==> config.mk <==
export PLATFORM = sky130hd
export DESIGN_NAME = axi_lite_rr_arbiter
export DESIGN_NICKNAME = d
export VERILOG_FILES = /design/src/rtl/axi_lite_rr_arbiter.sv
export SDC_FILE = /design/constraint.sdc
export NUM_CORES = 1
export LEC_CHECK = 0
export CAP_MARGIN = 20
export CELL_PAD_IN_SITES_DETAIL_PLACEMENT = 1
export CELL_PAD_IN_SITES_GLOBAL_PLACEMENT = 2
export CORE_AREA = 5 5 239 241
export CTS_BUF_LIST = sky130_fd_sc_hd__clkbuf_4
export DETAILED_ROUTE_END_ITERATION = 16
export DIE_AREA = 0 0 244 246
export GPL_TIMING_DRIVEN = 0
export PLACE_DENSITY = 0.7
export REMOVE_ABC_BUFFERS = 1
export SETUP_SLACK_MARGIN = 0.1
export SKIP_LAST_GASP = 1
export SYNTH_ARGS = -nofsm -noshare
export SYNTH_HDL_FRONTEND = slang
export SYNTH_SLANG_ARGS = --single-unit
==> constraint.sdc <==
create_clock -name clk -period 2.3 [get_ports clk]
set_clock_uncertainty 0.2 [all_clocks]
set_input_delay 0.46 -clock clk [delete_from_list [all_inputs] [get_ports clk]]
set_output_delay 0.46 -clock clk [all_outputs]
set_load 0.03 [all_outputs]
==> src/rtl/axi_lite_rr_arbiter.sv <==
`timescale 1ns/1ps
`default_nettype none
// ============================================================================
// Module   : axi_lite_rr_arbiter
// Purpose  : N-master to 1-slave AXI4-Lite arbiter. The read and write paths
//            are arbitrated independently, each with a registered round-robin
//            grant. Each path allows one outstanding transaction.
// Ports    : clk, reset           - clock, async active-high reset
//            m_ar*/m_r*           - per-master read channels (R data broadcast)
//            m_aw*/m_w*/m_b*      - per-master write channels (B resp broadcast)
//            s_*                  - single slave-side AXI4-Lite port
//            rd_grant/wr_grant    - current or last granted master per path
//            rd_busy/wr_busy      - path has a transaction in flight
// Revision : 1.0 - initial release
// ============================================================================
module axi_lite_rr_arbiter #(
  parameter int NUM_MASTERS = 4,
  parameter int ADDR_W      = 32,
  parameter int DATA_W      = 32,
  localparam int IDX_W      = (NUM_MASTERS > 1) ? $clog2(NUM_MASTERS) : 1,
  localparam int STRB_W     = DATA_W / 8
) (
  input  logic                          clk,
  input  logic                          reset,
  // master read side
  input  logic [NUM_MASTERS*ADDR_W-1:0] m_araddr,
  input  logic [NUM_MASTERS-1:0]        m_arvalid,
  output logic [NUM_MASTERS-1:0]        m_arready,
  output logic [DATA_W-1:0]             m_rdata,
  output logic [1:0]                    m_rresp,
  output logic [NUM_MASTERS-1:0]        m_rvalid,
  input  logic [NUM_MASTERS-1:0]        m_rready,
  // master write side
  input  logic [NUM_MASTERS*ADDR_W-1:0] m_awaddr,
  input  logic [NUM_MASTERS-1:0]        m_awvalid,
  output logic [NUM_MASTERS-1:0]        m_awready,
  input  logic [NUM_MASTERS*DATA_W-1:0] m_wdata,
  input  logic [NUM_MASTERS*STRB_W-1:0] m_wmask,
  input  logic [NUM_MASTERS-1:0]        m_wvalid,
  output logic [NUM_MASTERS-1:0]        m_wready,
  output logic [1:0]                    m_bresp,
  output logic [NUM_MASTERS-1:0]        m_bvalid,
  input  logic [NUM_MASTERS-1:0]        m_bready,
  // slave side
  output logic [ADDR_W-1:0]             s_araddr,
  output logic                          s_arvalid,
  input  logic                          s_arready,
  input  logic [DATA_W-1:0]             s_rdata,
  input  logic [1:0]                    s_rresp,
  input  logic                          s_rvalid,
  output logic                          s_rready,
  output logic [ADDR_W-1:0]             s_awaddr,
  output logic                          s_awvalid,
  input  logic                          s_awready,
  output logic [DATA_W-1:0]             s_wdata,
  output logic [STRB_W-1:0]             s_wmask,
  output logic                          s_wvalid,
  input  logic                          s_wready,
  input  logic [1:0]                    s_bresp,
  input  logic                          s_bvalid,
  output logic                          s_bready,
  // status
  output logic [IDX_W-1:0]              rd_grant,
  output logic [IDX_W-1:0]              wr_grant,
  output logic                          rd_busy,
  output logic                          wr_busy
);

  // One extra bit so ptr + offset never overflows before the modulo fold.
  localparam int PW = IDX_W + 1;

  typedef enum logic [1:0] {
    RD_IDLE = 2'd0,
    RD_ADDR = 2'd1,
    RD_DATA = 2'd2
  } rd_state_t;

  typedef enum logic [1:0] {
    WR_IDLE = 2'd0,
    WR_REQ  = 2'd1,
    WR_RESP = 2'd2
  } wr_state_t;

  rd_state_t              rd_state;
  wr_state_t              wr_state;
  logic [IDX_W-1:0]       rd_ptr;
  logic [IDX_W-1:0]       wr_ptr;
  logic                   aw_done;
  logic                   w_done;
  logic [IDX_W-1:0]       rd_win;
  logic [IDX_W-1:0]       wr_win;
  logic [NUM_MASTERS-1:0] rd_sel;
  logic [NUM_MASTERS-1:0] wr_sel;
  logic                   aw_hs;
  logic                   w_hs;

  // First requester at or after ptr, wrapping modulo NUM_MASTERS.
  function automatic logic [IDX_W-1:0] rr_pick(input logic [NUM_MASTERS-1:0] req,
                                               input logic [IDX_W-1:0]       ptr);
    logic [IDX_W-1:0] win;
    logic [PW-1:0]    sum;
    logic [IDX_W-1:0] idx;
    logic             found;
    win   = ptr;
    found = 1'b0;
    for (int i = 0; i < NUM_MASTERS; i++) begin
      sum = {1'b0, ptr} + PW'(i);
      if (sum >= PW'(NUM_MASTERS)) begin
        sum = sum - PW'(NUM_MASTERS);
      end
      idx = sum[IDX_W-1:0];
      if (!found && req[idx]) begin
        found = 1'b1;
        win   = idx;
      end
    end
    return win;
  endfunction

  function automatic logic [IDX_W-1:0] next_idx(input logic [IDX_W-1:0] k);
    return (k == IDX_W'(NUM_MASTERS - 1)) ? '0 : k + 1'b1;
  endfunction

  assign rd_win = rr_pick(m_arvalid, rd_ptr);
  assign wr_win = rr_pick(m_awvalid, wr_ptr);
  assign rd_sel = NUM_MASTERS'(1) << rd_grant;
  assign wr_sel = NUM_MASTERS'(1) << wr_grant;

  assign rd_busy = (rd_state != RD_IDLE);
  assign wr_busy = (wr_state != WR_IDLE);

  // ---------------------------------------------------------------- read path
  always_ff @(posedge clk or posedge reset) begin
    if (reset) begin
      rd_state <= RD_IDLE;
      rd_ptr   <= '0;
      rd_grant <= '0;
    end else begin
      case (rd_state)
        RD_IDLE: begin
          if (|m_arvalid) begin
            rd_grant <= rd_win;
            rd_ptr   <= next_idx(rd_win);
            rd_state <= RD_ADDR;
          end
        end
        RD_ADDR: begin
          if (s_arvalid && s_arready) begin
            rd_state <= RD_DATA;
          end
        end
        RD_DATA: begin
          if (s_rvalid && s_rready) begin
            rd_state <= RD_IDLE;
          end
        end
        default: rd_state <= RD_IDLE;
      endcase
    end
  end

  // The slave address bus always shows the granted slice (master 0 after
  // reset); only the valid/ready strobes depend on the state.
  assign s_araddr = m_araddr[rd_grant*ADDR_W +: ADDR_W];
  assign m_rdata  = s_rdata;
  assign m_rresp  = s_rresp;

  always_comb begin
    s_arvalid = 1'b0;
    m_arready = '0;
    m_rvalid  = '0;
    s_rready  = 1'b0;
    case (rd_state)
      RD_ADDR: begin
        s_arvalid = m_arvalid[rd_grant];
        if (s_arready) begin
          m_arready = rd_sel;
        end
      end
      RD_DATA: begin
        if (s_rvalid) begin
          m_rvalid = rd_sel;
        end
        s_rready = m_rready[rd_grant];
      end
      default: ;
    endcase
  end

  // --------------------------------------------------------------- write path
  always_ff @(posedge clk or posedge reset) begin
    if (reset) begin
      wr_state <= WR_IDLE;
      wr_ptr   <= '0;
      wr_grant <= '0;
      aw_done  <= 1'b0;
      w_done   <= 1'b0;
    end else begin
      case (wr_state)
        WR_IDLE: begin
          if (|m_awvalid) begin
            wr_grant <= wr_win;
            wr_ptr   <= next_idx(wr_win);
            wr_state <= WR_REQ;
          end
        end
        WR_REQ: begin
          // A handshake in this cycle counts toward completion.
          if ((aw_done || aw_hs) && (w_done || w_hs)) begin
            aw_done  <= 1'b0;
            w_done   <= 1'b0;
            wr_state <= WR_RESP;
          end else begin
            if (aw_hs) aw_done <= 1'b1;
            if (w_hs)  w_done  <= 1'b1;
          end
        end
        WR_RESP: begin
          if (s_bvalid && s_bready) begin
            wr_state <= WR_IDLE;
          end
        end
        default: wr_state <= WR_IDLE;
      endcase
    end
  end

  assign s_awaddr = m_awaddr[wr_grant*ADDR_W +: ADDR_W];
  assign s_wdata  = m_wdata[wr_grant*DATA_W +: DATA_W];
  assign s_wmask  = m_wmask[wr_grant*STRB_W +: STRB_W];
  assign m_bresp  = s_bresp;
  assign aw_hs    = s_awvalid && s_awready;
  assign w_hs     = s_wvalid && s_wready;

  always_comb begin
    s_awvalid = 1'b0;
    s_wvalid  = 1'b0;
    m_awready = '0;
    m_wready  = '0;
    m_bvalid  = '0;
    s_bready  = 1'b0;
    case (wr_state)
      WR_REQ: begin
        // A completed channel is silenced so it never handshakes twice.
        s_awvalid = m_awvalid[wr_grant] && !aw_done;
        s_wvalid  = m_wvalid[wr_grant] && !w_done;
        if (s_awready && !aw_done) begin
          m_awready = wr_sel;
        end
        if (s_wready && !w_done) begin
          m_wready = wr_sel;
        end
      end
      WR_RESP: begin
        if (s_bvalid) begin
          m_bvalid = wr_sel;
        end
        s_bready = m_bready[wr_grant];
      end
      default: ;
    endcase
  end

endmodule
`default_nettype wire
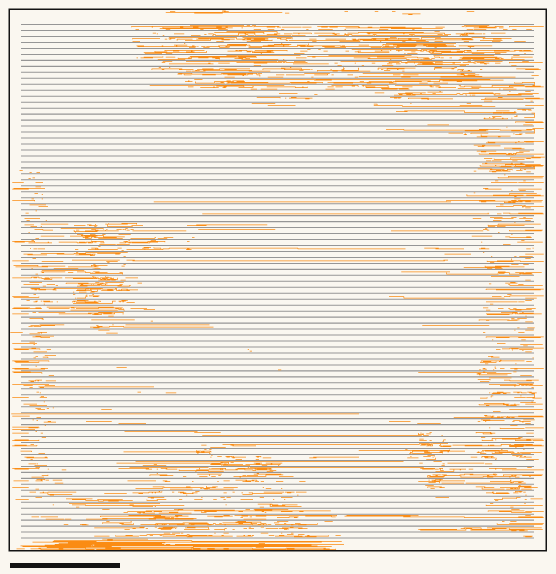
**Above:** M1 wires.
Scale bar: 50 um. Supply wires on this layer in grey.
- wire length on this layer: 14300 um
- nets with wire on the layer: 1160
- main direction: horizontal
- longest straight run: 158 um
- share of all routed wire: 38%

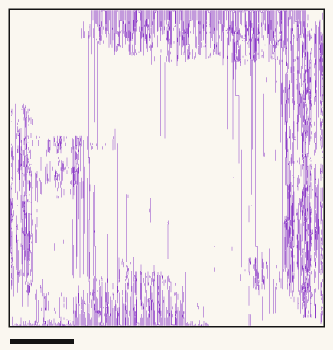
**Above:** metal 2.
Scale bar: 50 um.
- main direction: vertical
- longest straight run: 188 um
- wire length on this layer: 19000 um

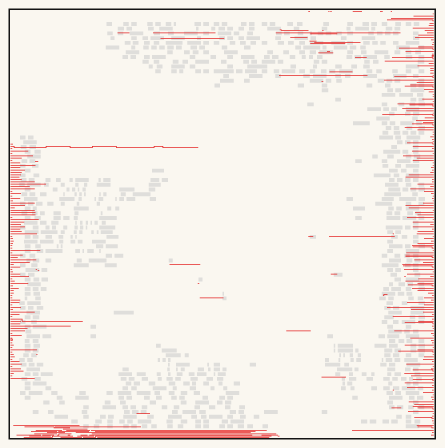
**Above:** metal 3.
- share of all routed wire: 9.6%
- nets with wire on the layer: 331
- longest straight run: 106 um
- main direction: horizontal
- wire length on this layer: 3660 um

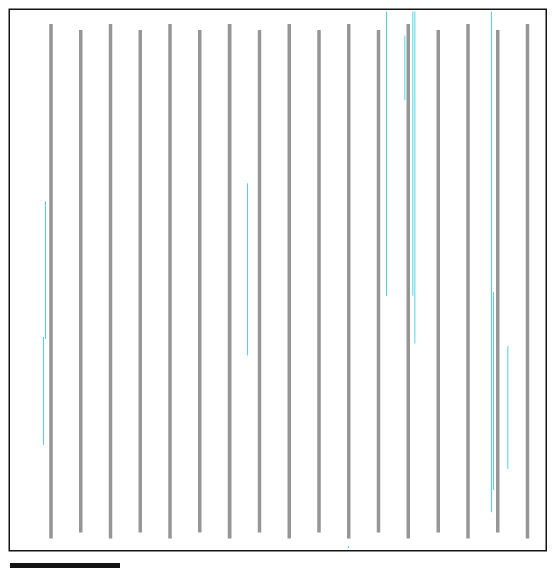
**Above:** metal 4.
Scale bar: 50 um. Supply wires on this layer in grey.
- longest straight run: 228 um
- wire length on this layer: 1000 um

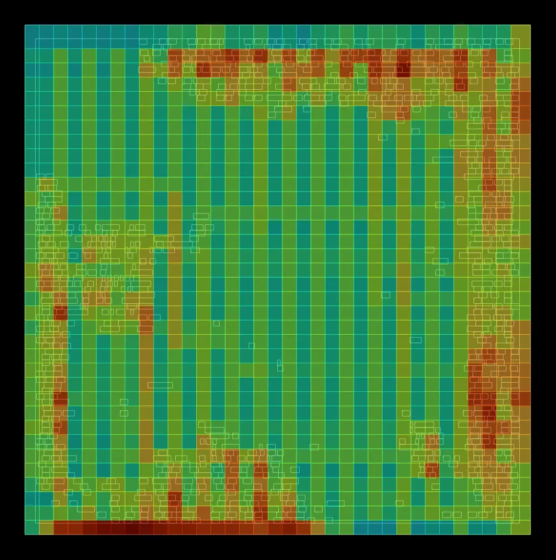
**Above:** routing congestion map.
met3 track utilization from global routing: 0.0468
routing usage on met2: 0.205
overall routing resource usage: 0.117

==> Slide: Implementation Results <==
Synthesis and Place & Route Summary

Setup path
  – Required @ worst endpoint: 1.64 ns
  – Levels on crit path: 5
  – Buf/Inv on CP: 3
  – Cell-by-cell listing of the critical path: buf_12, buf_16, mux4_2, and2_4, buf_6
  – Cell class contributing the biggest share of worst-path delay: multiplexers
  – Endpoint type of the worst setup path: output port
  – Worst-case reg-to-reg path depth: 6
  – Critical path startpoint category: flip-flop
  – Largest stage delay, worst path: 0.54 ns
  – Worst flop-to-flop path startpoint: wr_grant[0]
  – Maximum net fanout on the critical path: 6
  – Origin of the worst setup path: wr_grant[0]
  – Reg2Reg Setup Slack: 0.03 ns
  – Cell with the biggest individual delay on the critical path: sky130_fd_sc_hd__mux4_2
  – Kind of critical path: reg2out
  – FF-to-FF End: wr_state[1]
  – End of the critical path: s_wvalid
  – WP data arrival: 1.94 ns

Flow run
  – Stage-log warning count: 27
  – Number of max-cap violations: 0

Cells and area
  – Clock buffers: 3
  – Most frequently placed logic cell in the final layout: sky130_fd_sc_hd__clkdlybuf4s50_1
  – Fraction of area in multi-input gates: 0.287
  – Most instantiated logic cells after routing: 418 x sky130_fd_sc_hd__clkdlybuf4s50_1, 121 x sky130_fd_sc_hd__buf_6, 106 x sky130_fd_sc_hd__mux4_2, 33 x sky130_fd_sc_hd__buf_4, 18 x sky130_fd_sc_hd__nor2_1
  – Share of the final layout cell area in sequential cells: 0.0322
  – Flop area: 363 um^2
  – Invs w/o clock: 5
  – Combinational gate count: 216
  – Number of filler instances in the final layout: 6224
  – Layout Nets: 1327
  – Registers: 14
  – Ant. Diodes: 3
  – Fraction of cell area in non-clock buffers: 0.598
  – Area of all placed cells without fillers: 11300 um^2
  – Dominant kind of cell: non-clock buffers
  – Clock-cell share of area: 0.00233
  – Layout overhead on the synthesized area: 197%
  – Number of buffers outside the clock class in the layout: 624
  – Area of the multi-input gates: 3240 um^2
  – Proportion of layout cells with a drive suffix above 1: 0.403

Clock network
  – Clock transition at the registers of the reported paths: 0.13 ns
  – Number of buffers created by CTS: 3
  – Root buffer selected by CTS: sky130_fd_sc_hd__clkbuf_4
  – Clk latency late pin: 0.31 ns
  – Number of levels the H-tree was split into: 1
  – Longest Clk Path Bufs: 2
  – CTS Sinks: 14
  – Clock tree from TritonCTS: yes

Place
  – Post-placement setup slack: -1.21 ns
  – Port buffer count: 557
  – Placement-stage cell area: 9950 um^2
  – Gp weighted congestion: 0.913
  – HPWL after DPL: 30.6 mm

Logic synthesis
  – Summed standard-cell area reported by yosys: 3790 um^2
  – Yosys stat cell total: 301
  – Top cells by instance count after synthesis: 105 x sky130_fd_sc_hd__mux4_2, 36 x sky130_fd_sc_hd__buf_4, 30 x sky130_fd_sc_hd__nor2_1
  – Proportion of synthesized flip-flops having asynchronous set or reset: 1.00
  – Post-synth area hogs: sky130_fd_sc_hd__mux4_2 62%, sky130_fd_sc_hd__dfrtp_1 9.2%, sky130_fd_sc_hd__buf_4 7.1%
  – Total standard cell area after synthesis: 3790 um^2
  – Yosys warnings: 0
  – Cell type with the largest total area: sky130_fd_sc_hd__mux4_2
  – Flip-flop and latch count after synthesis: 14
  – Most used DFF post-synth: sky130_fd_sc_hd__dfrtp_1
  – Unique cell types: 36
  – Flip-flops with a built-in enable: 0
  – Top-area cell type share of the netlist area: 0.624
  – Most numerous cell in the Yosys netlist: sky130_fd_sc_hd__mux4_2
  – Post-synthesis sequential area ratio: 0.0924
  – Mapped Avg Cell Area: 12.6 um^2
  – Cells after Synth: 301

STA
  – Smallest setup slack after layout: -0.304 ns
  – Finish-stage setup viols: 118
  – Setup TNS: -21.69 ns
  – Slew of the pin with the lowest slew margin: 0.768 ns
  – Final tally of max-slew violations: 0
  – Min cycle time layout: 2.60 ns
  – Post-layout period usage: 1.13
  – Maximum clock rate: 0.384 GHz
  – Hold violation total from the final report: 0
  – Unrepaired setup endpoints after global routing: yes
  – Worst rel slew slack: 0.488

Pwr
  – Power share of the clock group: 0.014
  – Switching component of the power: 6.57 mW
  – Power Density: 1200 nW/um^2
  – Share of total power consumed by net switching: 0.487
  – Total leakage power: 4.17 nW
  – Power share of the sequential group: 0.047
  – Comb pwr share: 0.939
  – IR drop worst, VDD: 0.000445 V
  – Int Pwr: 6.93 mW

Floorplan
  – Die extent in x: 244 um
  – Core outline area: 54700 um^2
  – Chip Footprint: 60000 um^2
  – Die Ht: 246 um
  – Number of well-tap cells placed: 704
  – Starting utilization of the core area: 0.0693
  – Cell Rows: 86
  – Ports placed on the boundary: 630

Routing
  – Post-detailed-route wirelength per cell: 24.3 um
  – Detailed Route WL: 38.1 mm
  – Final routed DRC violation total: 0
  – Iteration-0 DRC count of the detailed router: 199
  – Iteration count of the initial detailed-routing pass: 4
  – Number of nets with antenna violations after detailed routing: 0
  – DR vias: 5485
  – Number of vias per cell after detailed routing: 3.49

Run status
  – Run status: finished, violations left
  – Violated checks: negative setup slack

GRT
  – Grt ovf: 0
  – First-pass GRT wire length: 50.1 mm
  – Number of global-route vias before repair: 6103
  – Antenna violations before repair: 5
  – Largest net degree at the start of global routing: 33

Min path
  – Worst hold path class: in2async
## through the flow
stage	total power, mW	util	cells	hold WS, ns
after floorplan	5.89	-	235	0.149
after global placement	8.91	0.180	1496	0.333
after detailed placement	10.5	0.182	1500	0.336
after CTS	12.9	0.197	1551	0.386
after global routing	14.2	0.206	1569	0.413
final	13.5	0.206	1570	0.379
## timing repair
action / in CTS / in global routing
endpoints found under the setup margin: 143 / 126
pin swaps: 5 / 10
buffers inserted: 32 / 20
hold buffers: 0 / 0
resized: 879 / 121
gates cloned: 15 / 0
## power by group through the flow
stage	Clock (mW)	Sequential [mW]	Combinational, mW
6_report	0.182	0.641	12.7
5_1_grt	0.209	0.677	13.3
4_1_cts	0.202	0.637	12.1
3_5_place_dp	0	0.948	9.59
3_3_place_gp	0	1.34	7.56
2_1_floorplan	0	1.18	4.71
## worst register-to-register path, cell delays in order, from the launching register on
cell and delay, ns:
sky130_fd_sc_hd__dfrtp_4 0.47, sky130_fd_sc_hd__buf_12 0.15, sky130_fd_sc_hd__buf_16 0.15, sky130_fd_sc_hd__mux4_2 0.56
sky130_fd_sc_hd__a31oi_1 0.29, sky130_fd_sc_hd__nor2_1 0.12, sky130_fd_sc_hd__a22o_1 0.25
## kinds of logic (layout without fill, tap and decap cells)
family,count (synthesis),in the layout,synth area share
compound gates,25,25,0.0423
xor+xnor,4,4,0.00924
buf+inv,71,633,0.111
flops,14,14,0.0924
mux,108,108,0.638
other cells,0,3,0
simple gates,79,79,0.108
## metal layers
layer / up-vias / track usage / part of all wire
li1: 2359 / - / -
met5: - / 0.0139 / 0.0035
met2: 394 / 0.205 / 0.50
met4: 4 / 0.0285 / 0.026
met1: 2704 / 0.134 / 0.38
met3: 24 / 0.0468 / 0.096
Power is estimated from default activity; no workload was simulated.
